Run 1, ports around the boundary:
Scale: 4 px per µm. Pins as bars across the die edge, other pins in grey.
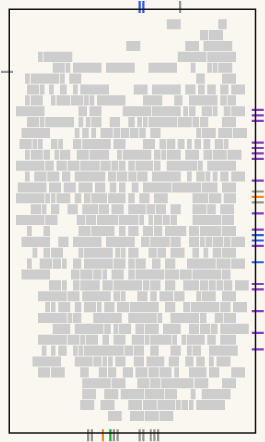
Run 1, placement by cell class:
Scale: 8 px per µm.
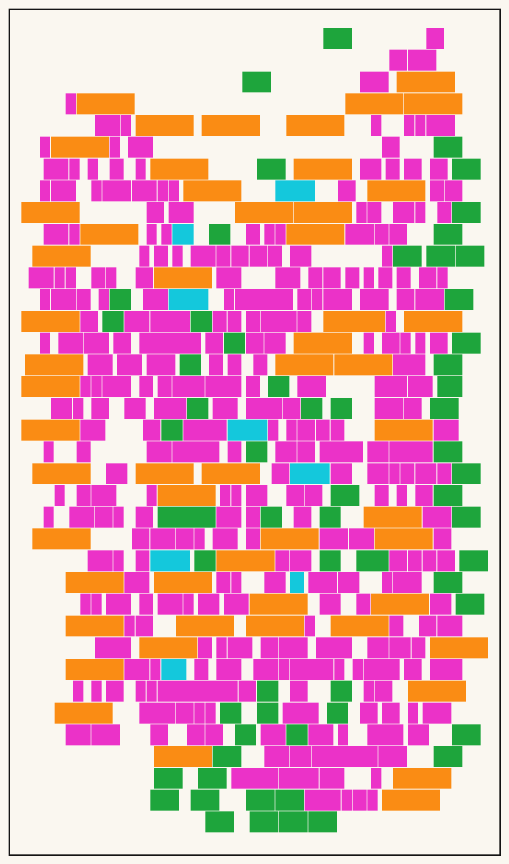
Run 1, metal 4:
Scale: 4 px per µm. Supply wires on this layer in grey.
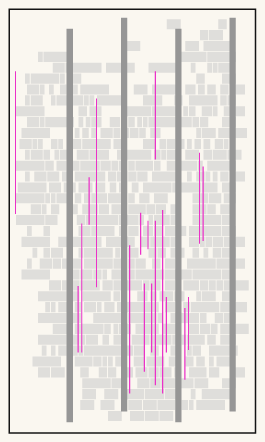
==> config.mk <==
export PLATFORM = sky130hd
export DESIGN_NAME = snake_step_ctrl
export DESIGN_NICKNAME = d
export VERILOG_FILES = /design/src/rtl/snake_step_ctrl.sv
export SDC_FILE = /design/constraint.sdc
export NUM_CORES = 1
export LEC_CHECK = 0
export ABC_AREA = 0
export CAP_MARGIN = 40
export CORE_ASPECT_RATIO = 1.75
export CORE_UTILIZATION = 51
export CTS_CLUSTER_SIZE = 25
export DETAILED_ROUTE_END_ITERATION = 6
export MAX_ROUTING_LAYER = met4
export PLACE_DENSITY = 0.8
export SETUP_SLACK_MARGIN = 0.5
export SLEW_MARGIN = 20
export SYNTH_ARGS = -nofsm -noshare
export SYNTH_HDL_FRONTEND = slang
export SYNTH_SLANG_ARGS = --single-unit
==> constraint.sdc <==
create_clock -name clk -period 2.9 [get_ports clk]
set_clock_uncertainty 0.1 [all_clocks]
set_input_delay 0.58 -clock clk [delete_from_list [all_inputs] [get_ports clk]]
set_output_delay 0.58 -clock clk [all_outputs]
set_load 0.005 [all_outputs]
==> PnR_summary.wiki, run 1 <==
=== Synthesis and place and route ===
{| class="wikitable"
! Metric !! Value
|-
| Number of instances in the synthesized netlist || roughly 360
|-
| CTS buffer count || 5
|-
| Final setup viols || 0
|-
| Worst Reg2Reg Path Length in Cells || 10
|-
| Peak supply drop || ~0.27 mV
|-
| Ys flop type || sky130_fd_sc_hd__dfxtp_1
|-
| TritonCTS clock tree || done
|-
| CP Launch Type || input pin
|-
| CTS clock-pin slew for the worst setup and hold paths || approximately 100 ps
|-
| Post-Synthesis Mean Instance Area || between 8 and 9 µm²
|-
| Total negative setup slack || 0 ps
|-
| First-pass GRT wire length || 12100 µm
|-
| Share of the clock period used by the worst path || 0.855
|-
| Core area || slightly below 6000 µm²
|-
| Synth async-reset ratio || 0
|-
| Max frequency || around 400 MHz
|-
| Leakage power || approximately 1.3 nW
|-
| Total inserted antenna cells || 0
|-
| Weighted congestion at the end of routability-driven global placement || 0.940
|-
| Slew at the pin with the worst max-slew slack || approximately 730 ps
|-
| Slack of the worst reg-to-reg path || between 500 and 600 ps
|-
| Fraction of layout cells with a size suffix above 1 || 0.197
|-
| Number of H-tree levels || 2
|-
| Worst Path Class, Setup || in2reg
|-
| Routed vias/inst || 5.97
|-
| DRC violations left || 0
|-
| I/O pin cnt || 37
|-
| Run status || finished, final reports clean
|-
| Fillcell total || about 500
|-
| Pin count of the biggest net entering global routing || 26
|-
| Total count of hold-check failures in the final report || 0
|-
| Antenna-violating nets left || 0
|-
| Ranking of synthesized cells by area || sky130_fd_sc_hd__dfxtp_1 (35%), sky130_fd_sc_hd__xnor2_1 (5.6%), sky130_fd_sc_hd__mux2i_1 (5.1%)
|-
| Number of buffers on the longest clock path || 2
|-
| Length of the first detailed-routing pass in iterations || 4
|-
| Post-synthesis instance area || 3130 µm²
|-
| Crit-path max FO || 5
|-
| Area share, top type || 0.346
|-
| Number of max-slew violations in the final report || 0
|}
## Picture notes: 'ports around the boundary'
| colour | port | pins | direction | edge |
|---|---|---|---|---|
| green | game_over | 1 | output | bottom |
| purple | step_cnt | 16 | output | right |
| orange | dir_req | 2 | input | 1 right, 1 bottom |
| blue | head_x | 5 | output | 3 right, 2 top |
all pins by edge: 22 right, 11 bottom, 3 top, 1 left
Chip Width: 61.2 µm
quantity of I/O buffers inserted on ports: 36
vertical die dimension: 106 µm

## Picture notes: 'placement by cell class'
| colour | class | cells | share of their area |
|---|---|---|---|
| magenta | all other logic | 294 | 54% |
| cyan | clock drivers and dummy loads | 8 | 2.4% |
| orange | flops | 54 | 29% |
| green | other buffers and delay cells | 61 | 15% |
core utilization of the finished layout: 0.655
Placement Rows: 37

## Picture notes: 'metal 4'
main direction: vertical
wire length on this layer: 428 µm
final WL: 7890 µm
vias: 2957

[run 1: critical path, cell delays in order]
cell	delay [ps]
sky130_fd_sc_hd__clkdlybuf4s50_1	440
sky130_fd_sc_hd__nand4bb_4	250
sky130_fd_sc_hd__nor4_4	290
sky130_fd_sc_hd__buf_4	190
sky130_fd_sc_hd__buf_4	120
sky130_fd_sc_hd__nand3_1	180
sky130_fd_sc_hd__o21ai_0	250
sky130_fd_sc_hd__nor4bb_2	290
[run 1: stage by stage]
stage,area (µm²),std cells,hold WS [ps],setup WS [ps]
floorplan,3150,361,371,244
global placement,3640,482,361,-29.3
detailed placement,3640,482,381,-125
CTS,3750,491,400,483
global route,3850,495,412,352
finish,3850,495,398,421
[run 1: logic make-up (layout without fill, tap and decap cells)]
logic type / Yosys count / count (layout) / share of synthesized area
fa+ha+maj: 10 / 10 / 0.0448
compound gates: 45 / 45 / 0.0913
simple gates: 177 / 178 / 0.320
xor+xnor: 27 / 27 / 0.0781
flops: 54 / 54 / 0.346
buf+inv: 31 / 84 / 0.0641
mux: 17 / 19 / 0.0560
[run 1: cell usage in the layout, fill, tap and decap left out, drive strengths merged, types with 8 or more instances in the layout]
cell type,count
buf,25
nand3,16
nor3,12
dfxtp,54
mux2i,16
o21ai,10
a21oi,14
xnor2,20
or2,13
nand4,18
inv,15
nand2,32
nor2,35
or4,9
ha,8
clkdlybuf4s50,34
[run 1: layer usage]
layer / global-route usage / vias to the layer above / part of all wire
met1: 0.225 / 1413 / 0.35
met5: - / - / 0
met3: 0.0466 / 40 / 0.040
met2: 0.449 / 94 / 0.55
met4: 0.162 / 0 / 0.054
li1: - / 1410 / -
[run 1: final cells by class]
type,count,area (µm²),area share
inverters,15,56.3,0.0146
clock inverters,3,21.3,0.00552
well taps,78,97.6,0.0253
flip-flops and latches,54,1080,0.281
multi-input cells,279,1960,0.510
clock buffers,5,68.8,0.0179
repair buffers,61,563,0.146
[run 1: power breakdown]
part	switching, mW	total (mW)	internal, mW
registers	0.00783	0.754	0.746
logic	0.0950	0.173	0.0779
clock network	0.250	0.420	0.170
[run 1: what timing repair did]
| item | CTS | global route |
|---|---|---|
| resized | 7 | 16 |
| cloned | 0 | 3 |
| buffers inserted | 1 | 1 |
| pin swaps | 4 | 4 |
| setup endpoints to repair | 46 | 39 |
==> run 2, diff against run 1 <==
--- a/config.mk
+++ b/config.mk
@@ -15,2 +15,3 @@
 export PLACE_DENSITY = 0.8
+export REMOVE_ABC_BUFFERS = 1
 export SETUP_SLACK_MARGIN = 0.5
--- a/constraint.sdc
+++ b/constraint.sdc
@@ -4,2 +4,2 @@
 set_output_delay 0.58 -clock clk [all_outputs]
-set_load 0.005 [all_outputs]
+set_load 0.05 [all_outputs]
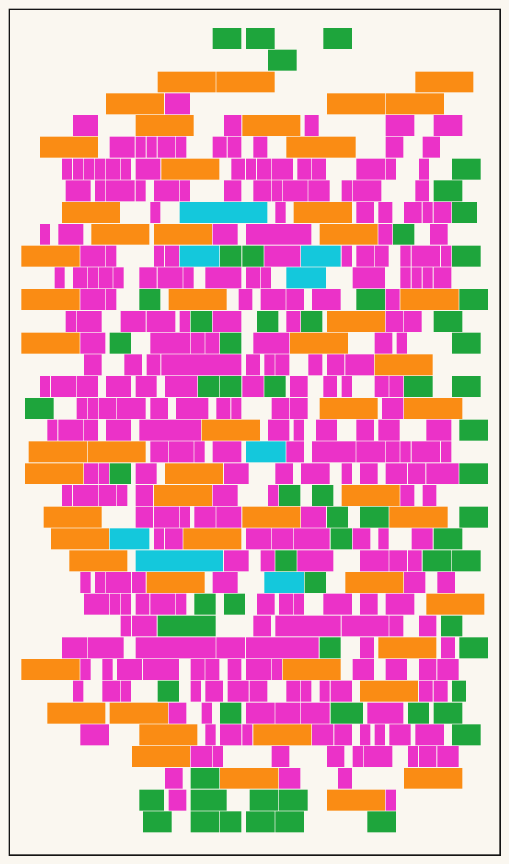
Run 2: placement by cell class
Scale: 8 px per µm.
| colour | class | cells | share of their area |
|---|---|---|---|
| green | other buffers and delay cells | 65 | 15% |
| orange | flops | 54 | 28% |
| magenta | all other logic | 293 | 52% |
| cyan | clock drivers and dummy loads | 8 | 3.7% |
final design instance area without fill: 3910 µm²
core area: 5880 µm²
core utilization of the finished layout: 0.665
fraction of area in registers: 0.277

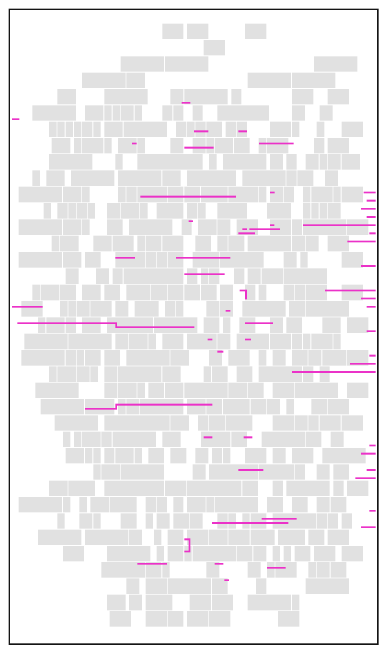
Run 2: the metal 3 layer
Scale: 6 px per µm.
share of all routed wire: 2.8%
nets with wire on the layer: 41
main direction: horizontal
longest straight run: 16.3 µm
routing usage on met3: 0.0405
vias: 2937
final WL: 8070 µm

==> run 2 against run 1 <==
Compared with the run above: die size stayed put; first-iteration DRC count is 12% higher; non-clock buffer count is 4 higher; worst setup slack better by 110 ps; via count is 0.68% lower; critical path depth is 1 lower; core utilization is 0.96 points higher; synthesized cell count stayed put; wire length is 2.4% higher; sequential share of layout area is 0.34 points lower; cell count is 0.61% higher; sequential power hardly changed; critical endpoint is now cur_dir[0].
==> PnR_summary.wiki, run 2 <==
=== Synthesis and place and route ===
{| class="wikitable"
! Metric !! Value
|-
| Run status || finished, final reports clean
|-
| Total count of hold-check failures in the final report || 0 (unchanged)
|-
| Placement Rows || 37 (unchanged)
|-
| Max frequency || 422 MHz (+4.7%)
|-
| Number of instances in the synthesized netlist || 361 (unchanged)
|-
| Final setup viols || 0 (unchanged)
|-
| Setup Slack @ Placement || -209 ps (-84.4 ps)
|-
| Worst Path Class, Setup || in2reg
|-
| TritonCTS clock tree || done
|-
| Fraction of layout cells with a size suffix above 1 || 0.186 (-0.0109)
|-
| Crit-path max FO || 9 (+4)
|-
| CP cell instances || clkdlybuf4s50_1 > nand4bb_4 > nor4_4 > buf_4 > nand2_2 > or3_2 > a21oi_1
|-
| Number of max-slew violations in the final report || 0 (unchanged)
|-
| Register area || 1080 µm² (+0.23%)
|-
| Weighted congestion at the end of routability-driven global placement || 0.873 (-7.2%)
|-
| DRC violations left || 0 (unchanged)
|-
| Antenna-violating nets left || 0 (unchanged)
|-
| Post-Synthesis Mean Instance Area || 8.66 µm² (unchanged)
|-
| Peak supply drop || 0.561 mV (+110%)
|-
| Fin cells || 498 (+0.61%)
|-
| Chip Width || 61.2 µm (unchanged)
|-
| Share of the clock period used by the worst path || 0.816 (-0.0386)
|-
| CTS buffer count || 5 (unchanged)
|-
| Critical Path Slowest Stage Cell || sky130_fd_sc_hd__or3_2
|-
| Leading cell type in the layout, fill and taps excluded || sky130_fd_sc_hd__dfxtp_1
|}
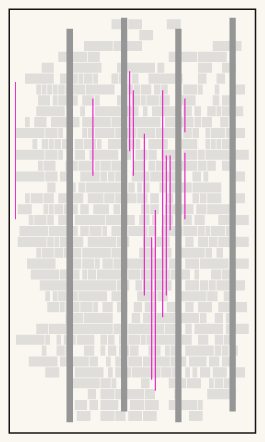
Run 2: metal 4
Scale: 4 px per µm. Supply wires on this layer in grey.
wire length on this layer: 348 µm
nets with wire on the layer: 12
share of all routed wire: 4.3%
longest straight run: 56.4 µm

-- run 2: cell count changes in the layout (fill, tap and decap cells not counted), sizes merged, moves of 2 or more --
cell,delta
clkdlybuf4s50,-2
bufinv,+2
clkinv,-2
buf,+5
-- run 2: logic make-up after synthesis --
logic type / Yosys count / share of synthesized area
simple gates: 177 / 0.320
flops: 54 / 0.346
compound gates: 45 / 0.0913
buf+inv: 31 / 0.0641
xor+xnor: 27 / 0.0781
mux: 17 / 0.0560
fa+ha+maj: 10 / 0.0448
-- run 2: area by class of cell --
type | count | area share
multi-input combinational | 278 | 0.496
clock inverter | 2 | 0.0154
tap | 78 | 0.0250
clock buffer | 6 | 0.0211
inverter | 15 | 0.0144
timing repair buffer | 65 | 0.151
sequential | 54 | 0.277
-- run 2: critical path, delay by kind of cell --
family / cells / cell delay, ps
compound gates: 1 / 150
buf+inv: 2 / 630
simple gates: 4 / 1160
-- run 2: layer usage --
layer | GRT usage | part of all wire | vias up
met4 | 0.138 | 0.043 | 0
met3 | 0.0405 | 0.028 | 27
li1 | - | - | 1414
met1 | 0.257 | 0.37 | 1425
met2 | 0.477 | 0.56 | 71
met5 | - | 0 | -
-- run 2: report_power, final --
part           internal (mW)  switching (mW)  total, mW
clock network          0.368           0.253      0.621
registers              0.746         0.00821      0.754
logic                 0.0753           0.108      0.184
-- run 2: per-stage QoR --
stage / cell area (µm²) / util / hold WS (ps) / TNS (ps)
2_1_floorplan: 2980 / - / 377 / 0
3_3_place_gp: 3640 / 0.619 / 371 / -262
3_5_place_dp: 3650 / 0.620 / 390 / -693
4_1_cts: 3830 / 0.652 / 404 / 0
5_1_grt: 3910 / 0.665 / 429 / 0
6_report: 3910 / 0.665 / 403 / 0
-- run 2: repair_timing --
action                     4_1_cts  5_1_grt
hold endpoints to repair         0        0
resized                         13       13
hold buffers                     0        0
pin swaps                        3        8
setup endpoints to repair       46       16
cloned                           0        2
setup buffers                    1        2
No activity file was given, so power comes from the tool's default toggle rates.
